==> src/rtl/uart_rx_fifo.sv <==
// 8N1 UART receiver (LSB first, mid-bit sampling) feeding a show-ahead byte FIFO,
// with sticky framing-error and overrun flags.
module uart_rx_fifo #(
   parameter int CLK_HZ     = 25000000,
   parameter int BAUD       = 115200,
   parameter int FIFO_DEPTH = 16,
   localparam int AW        = $clog2(FIFO_DEPTH)
) (
   input  logic          CLK,
   input  logic          RST,
   input  logic          uart_rx,
   output logic [7:0]    rd_data,
   output logic          rd_valid,
   input  logic          rd_ack,
   output logic [AW:0]   fifo_count,
   output logic          frame_err,
   output logic          overrun,
   input  logic          err_clr,
   output logic [2:0]    dbg_state_o
);

   localparam int DIV  = CLK_HZ / BAUD;
   localparam int HALF = DIV / 2;
   localparam int CW   = $clog2(DIV);

   localparam logic [CW-1:0] CNT_LAST = CW'(DIV - 1);
   localparam logic [CW-1:0] CNT_HALF = CW'(HALF - 1);
   localparam logic [AW:0]   CNT_FULL = (AW+1)'(FIFO_DEPTH);

   typedef enum logic [2:0] {
      ST_IDLE  = 3'd0,
      ST_START = 3'd1,
      ST_DATA  = 3'd2,
      ST_STOP  = 3'd3,
      ST_BRK   = 3'd4
   } state_t;

   state_t        state_q, state_d;
   logic          sync1_q, sync2_q;
   logic          rx_s;
   logic [CW-1:0] cnt_q, cnt_d;
   logic [2:0]    bit_q, bit_d;
   logic [7:0]    shift_q, shift_d;
   logic          push;
   logic          frame_set;

   logic [7:0]    mem_q [FIFO_DEPTH];
   logic [AW-1:0] wr_ptr_q, wr_ptr_d;
   logic [AW-1:0] rd_ptr_q, rd_ptr_d;
   logic [AW:0]   count_q, count_d;
   logic          full;
   logic          pop;
   logic          push_ok;
   logic          ovr_set;
   logic          frame_err_q, frame_err_d;
   logic          overrun_q, overrun_d;

   // Two-flop synchroniser; resets to the idle-high line level.
   always_ff @(posedge CLK or posedge RST) begin
      if (RST) begin
         sync1_q <= 1'b1;
         sync2_q <= 1'b1;
      end else begin
         sync1_q <= uart_rx;
         sync2_q <= sync1_q;
      end
   end

   assign rx_s = sync2_q;

   always_ff @(posedge CLK or posedge RST) begin
      if (RST) begin
         state_q <= ST_IDLE;
         cnt_q   <= '0;
         bit_q   <= '0;
         shift_q <= '0;
      end else begin
         state_q <= state_d;
         cnt_q   <= cnt_d;
         bit_q   <= bit_d;
         shift_q <= shift_d;
      end
   end

   always_comb begin
      state_d   = state_q;
      cnt_d     = cnt_q;
      bit_d     = bit_q;
      shift_d   = shift_q;
      push      = 1'b0;
      frame_set = 1'b0;
      unique case (state_q)
         ST_IDLE: begin
            cnt_d = '0;
            if (!rx_s) state_d = ST_START;
         end
         ST_START: begin
            if (cnt_q == CNT_HALF) begin
               cnt_d = '0;
               bit_d = '0;
               // A start bit that is high again at its midpoint was noise.
               state_d = rx_s ? ST_IDLE : ST_DATA;
            end else begin
               cnt_d = cnt_q + CW'(1);
            end
         end
         ST_DATA: begin
            if (cnt_q == CNT_LAST) begin
               cnt_d   = '0;
               shift_d = {rx_s, shift_q[7:1]};
               bit_d   = bit_q + 3'd1;
               if (bit_q == 3'd7) state_d = ST_STOP;
            end else begin
               cnt_d = cnt_q + CW'(1);
            end
         end
         ST_STOP: begin
            if (cnt_q == CNT_LAST) begin
               cnt_d = '0;
               if (rx_s) begin
                  push    = 1'b1;
                  state_d = ST_IDLE;
               end else begin
                  frame_set = 1'b1;
                  state_d   = ST_BRK;
               end
            end else begin
               cnt_d = cnt_q + CW'(1);
            end
         end
         ST_BRK: begin
            // Hold off until the line recovers so a break yields no bytes.
            cnt_d = '0;
            if (rx_s) state_d = ST_IDLE;
         end
         default: begin
            state_d = ST_IDLE;
            cnt_d   = '0;
         end
      endcase
   end

   // Handshake: rd_valid means rd_data holds the head byte; the head is popped
   // on any rising edge where rd_ack=1 and rd_valid=1 (rd_ack is ignored otherwise).
   assign full    = (count_q == CNT_FULL);
   assign pop     = rd_ack && (count_q != '0);
   assign push_ok = push && (!full || pop);
   assign ovr_set = push && full && !pop;

   always_comb begin
      wr_ptr_d = wr_ptr_q;
      rd_ptr_d = rd_ptr_q;
      count_d  = count_q;
      if (push_ok) wr_ptr_d = wr_ptr_q + AW'(1);
      if (pop)     rd_ptr_d = rd_ptr_q + AW'(1);
      unique case ({push_ok, pop})
         2'b10:   count_d = count_q + (AW+1)'(1);
         2'b01:   count_d = count_q - (AW+1)'(1);
         default: count_d = count_q;
      endcase
   end

   always_ff @(posedge CLK or posedge RST) begin
      if (RST) begin
         for (int i = 0; i < FIFO_DEPTH; i++) mem_q[i] <= '0;
      end else if (push_ok) begin
         mem_q[wr_ptr_q] <= shift_q;
      end
   end

   always_ff @(posedge CLK or posedge RST) begin
      if (RST) begin
         wr_ptr_q <= '0;
         rd_ptr_q <= '0;
         count_q  <= '0;
      end else begin
         wr_ptr_q <= wr_ptr_d;
         rd_ptr_q <= rd_ptr_d;
         count_q  <= count_d;
      end
   end

   // Set events take priority over a simultaneous clear.
   always_comb begin
      frame_err_d = frame_err_q;
      overrun_d   = overrun_q;
      if (err_clr) begin
         frame_err_d = 1'b0;
         overrun_d   = 1'b0;
      end
      if (frame_set) frame_err_d = 1'b1;
      if (ovr_set)   overrun_d   = 1'b1;
   end

   always_ff @(posedge CLK or posedge RST) begin
      if (RST) begin
         frame_err_q <= 1'b0;
         overrun_q   <= 1'b0;
      end else begin
         frame_err_q <= frame_err_d;
         overrun_q   <= overrun_d;
      end
   end

   assign rd_data     = mem_q[rd_ptr_q];
   assign rd_valid    = (count_q != '0);
   assign fifo_count  = count_q;
   assign frame_err   = frame_err_q;
   assign overrun     = overrun_q;
   assign dbg_state_o = state_q;

endmodule

==> config.mk <==
export PLATFORM = sky130hd
export DESIGN_NAME = uart_rx_fifo
export DESIGN_NICKNAME = d
export VERILOG_FILES = /design/src/rtl/uart_rx_fifo.sv
export SDC_FILE = /design/constraint.sdc
export NUM_CORES = 1
export LEC_CHECK = 0
export ABC_AREA = 1
export CELL_PAD_IN_SITES_DETAIL_PLACEMENT = 0
export CELL_PAD_IN_SITES_GLOBAL_PLACEMENT = 1
export CORE_UTILIZATION = 50
export DETAILED_ROUTE_END_ITERATION = 8
export HOLD_SLACK_MARGIN = 0.1
export MAX_ROUTING_LAYER = met4
export PLACE_DENSITY_LB_ADDON = 0.3
export SYNTH_ARGS = -nofsm -noshare
export SYNTH_HDL_FRONTEND = slang
export SYNTH_SLANG_ARGS = --single-unit
==> constraint.sdc <==
create_clock -name CLK -period 12 [get_ports CLK]
set_clock_uncertainty 0.1 [all_clocks]
set_input_delay 1.2 -clock CLK [delete_from_list [all_inputs] [get_ports CLK]]
set_output_delay 1.2 -clock CLK [all_outputs]
set_load 0.03 [all_outputs]
Figure 1. Track usage over the die.
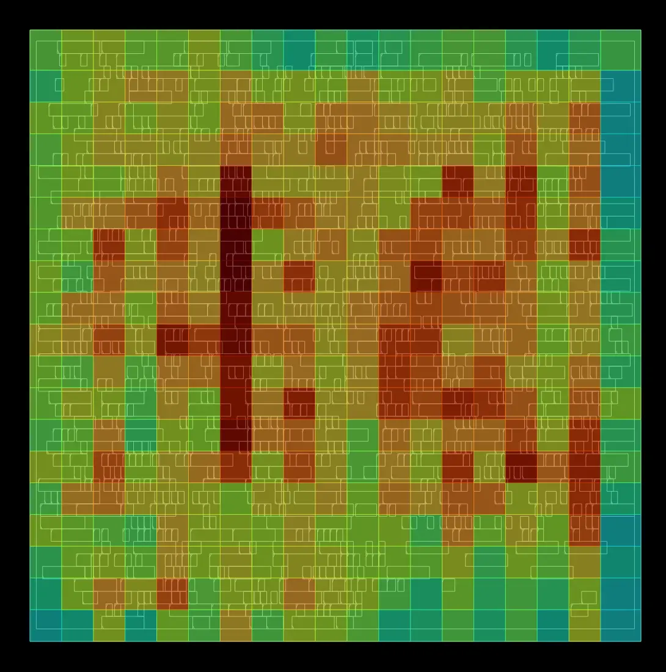
met2 usage: 41.59%
total global-route track usage: 27.68%
per-cell routed wire length: 16.62 um
final core utilization: 56.17%
M3 GR Usage: 4.061%

Figure 2. Where the registers sit.
Other sequential cells in the stronger grey, the rest of the logic in the fainter grey.
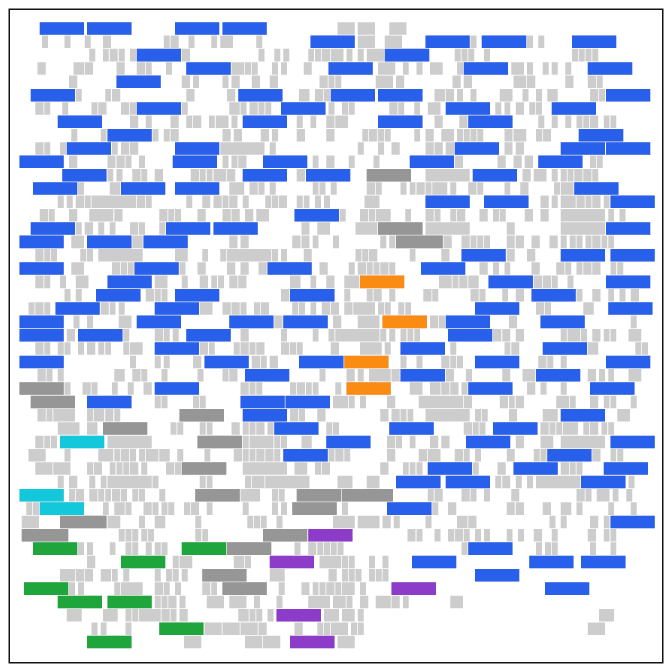
[green] cnt_q | sequential cells: 8 | where: south-west
[blue] mem_q | sequential cells: 128 | where: widely spread
[purple] fifo_count | sequential cells: 5 | where: south
[cyan] dbg_state_o | sequential cells: 3
[orange] wr_ptr_q | sequential cells: 4 | where: centre
Seq area share: 44.79%
register area: 4187 um2
P_seq: 652 uW

Figure 3. Pin placement.
Pins as bars across the die edge, other pins in grey.
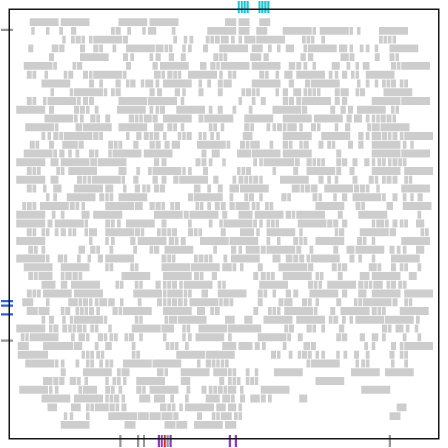
[red] rd_ack | pins: 1 | direction: input | edge: south
[purple] fifo_count | pins: 5 | direction: output | edge: south
[blue] dbg_state_o | pins: 3 | direction: output | edge: west
[cyan] rd_data | pins: 8 | direction: output | edge: north
Port Buf Inserts: 23
Die X: 133.0 um
Die Height: 133.0 um

Figure 4. Routed clock nets over the placement.
Scale bar: 50 um.
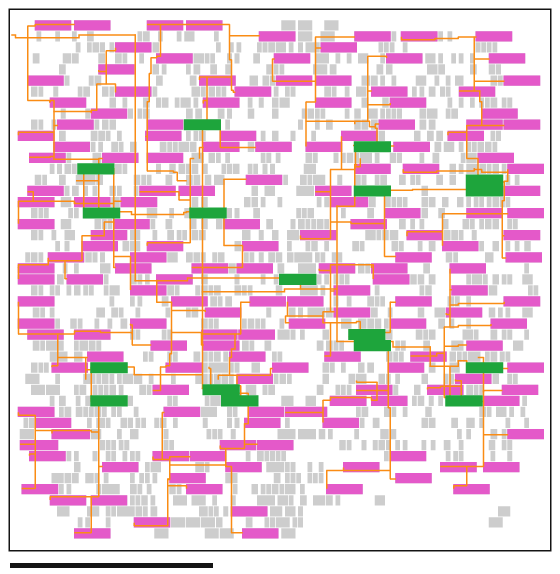
[magenta] flip-flops | count: 167
[green] clock drivers | count: 17
[orange] clock wires | length: 2120 um
routed clock nets: 18

==> flow_summary.ini <==
; synthesis and place-and-route metrics
[run_status]
status = completed

[critical_path]
crit_path_end = rd_data[7]
start_kind = flip-flop
cp_common_cell = nand3_1
cp_slowest_stage_delay_ns = 0.83
path_depth = 6
path_class = reg -> out
crit_path_end_kind = primary output
rrSetupSlack_ns = 8.84
critPathSlowestCell = dfrtp_4
r2r-end = mem_q[5]$_DFFE_PP0P_
critical_path_arrival_ns = 3.28
critical_path.top_delay_family = buffers and inverters
cp-startpoint = rd_ptr_q[0]$_DFFE_PP0P_
crit_chain = buf_4 > o21ai_0 > nand3_1 > nand3_1 > nand2_1 > clkdlybuf4s50_1
crit_path_max_fanout = 67
crit_buf_inv = 2
cp.required_ns = 10.70

[global_routing]
grt_use_met1_pct = 38.29
overflow = 0
grt_pass1_wl_mm = 36.62
grt_pass1_vias = 6863
grt_start_max_net_pins = 95
antenna_found_initial = 0
grt.busiest_layer = met2

[die]
dieArea_um2 = 17680
taps = 220
rows = 47
core_area_um2 = 16640
fp-utilization_pct = 51.53
ioPinCount = 24

[synthesis]
top_cell = nand2_1
yosys_warnings = 0
netlist.top_cell.by_area = dfrtp_1
ys_sh_adder_pct = 1.897
topCellsByArea = dfrtp_1 48%, nand2_1 17%, nand3_1 11%, inv_1 4.6%, o211ai_1 2.8%
top_logic_kind = simple AND/OR/NAND/NOR gates
syn_area_per_cell_um2 = 7.691
ys_async_sr_fraction_pct = 100.0
synth_chip_area_um2 = 8576
ys_sh_xor_pct = 1.123
synth_area_um2 = 8576
ys_sh_mux_pct = 0
synth-edff-count = 0
synth-seq-cells = 167
synth.distinct_cells = 30
top_cells_by_count = 377 x nand2_1, 194 x nand3_1, 165 x dfrtp_1, 104 x inv_1, 44 x o21ai_0
ys_sh_aoi_pct = 7.864
ys_sh_simple_pct = 31.57
syn-num-nets = 1133
top_area_share_pct = 48.15
flop_cell = dfrtp_1
ys_cells = 1115

[sta]
finalSetupTns_ns = 0
setup_viol = 0
slew_viol_final = 0
worst_pin_slew_ns = 1.083
hold_viol = 0
rsz0062_at_grt = no
timing.fmax_mhz = 218.4
min_period_ns = 4.579
setup_slack_ns = 7.421
slew_headroom_pct = 27.80
finalCritPeriodShare_pct = 38.16
whs_ns = 0.2560

[clocking]
cts_tree = done
ctsHoldBuffers = 0
cts_setup_buffers = 0
htree_levels = 4
clk_path_buf_depth = 2
clock_latency_ns = 0.43
path_clk_slew_ns = 0.06
cts_root_buf = clkbuf_16
cts-buffers-inserted = 17
cts_sinks = 167

[min_path]
hp-class = reg -> reg
min-delay-start = sync1_q$_DFF_PP1_
min_to = rx_s$_DFF_PP1_
hold-path-cell-count = 0

[power]
maxPowerGroup = sequential cells
clock_power_uw = 516
p_total_uw = 1704
intPower_uw = 1050
p_sw_share_pct = 38.35
p_leak_uw = 0.004778
ir_worst_vdd_mv = 0.1071
p_sw_uw = 653.5
comb_cell_power_uw = 535
p_clk_share_pct = 30.3
pwr-share-seq_pct = 38.3
p_per_area_nw_per_um2 = 182.3

[layout]
clkbuf_count = 19
antenna_cells = 0
logic_gates = 779
comb-cell-share_pct = 39.00
largest_register_ffs = 128
layout_top_cell = nand2_1
dominant_cells = flip-flops and latches
design.seq.count = 167
synthToLayoutAreaGrowth_pct = 9.002
drive_gt1_share_pct = 5.998
nNonClkInverters = 111
buf_share_pct = 2.864
final_cells = 1337
fill_cells = 1606
nets = 1122
buffers = 28
logic_area_um2 = 3646
regMostFlops = mem_q
finalInstanceArea_um2 = 9348
biggestRegsByFlops = mem_q (128), cnt_q (8), shift_q (8)
area_share_clock_buf_inv_pct = 5.889
lay_top_cells = 377 x nand2_1, 194 x nand3_1, 163 x dfrtp_1, 103 x inv_1, 44 x o21ai_0

[routing]
drcViolationCount = 0
drt-pass1-iter-count = 7
wl_met1_mm = 10.18
finalWirelength_mm = 22.22
met3_wirelength_mm = 1.186
wl_met2_mm = 10.34
drt-initial-drc-count = 560
highest_layer = met4
detail-route-antenna-nets = 0

[placement]
dp.cells = 1305
gp_congestion = 0.7940
dpl_cell_area_um2 = 8797

[job]
warning_count = 31
drv_cap = 0
No activity file was given, so power comes from the tool's default toggle rates.
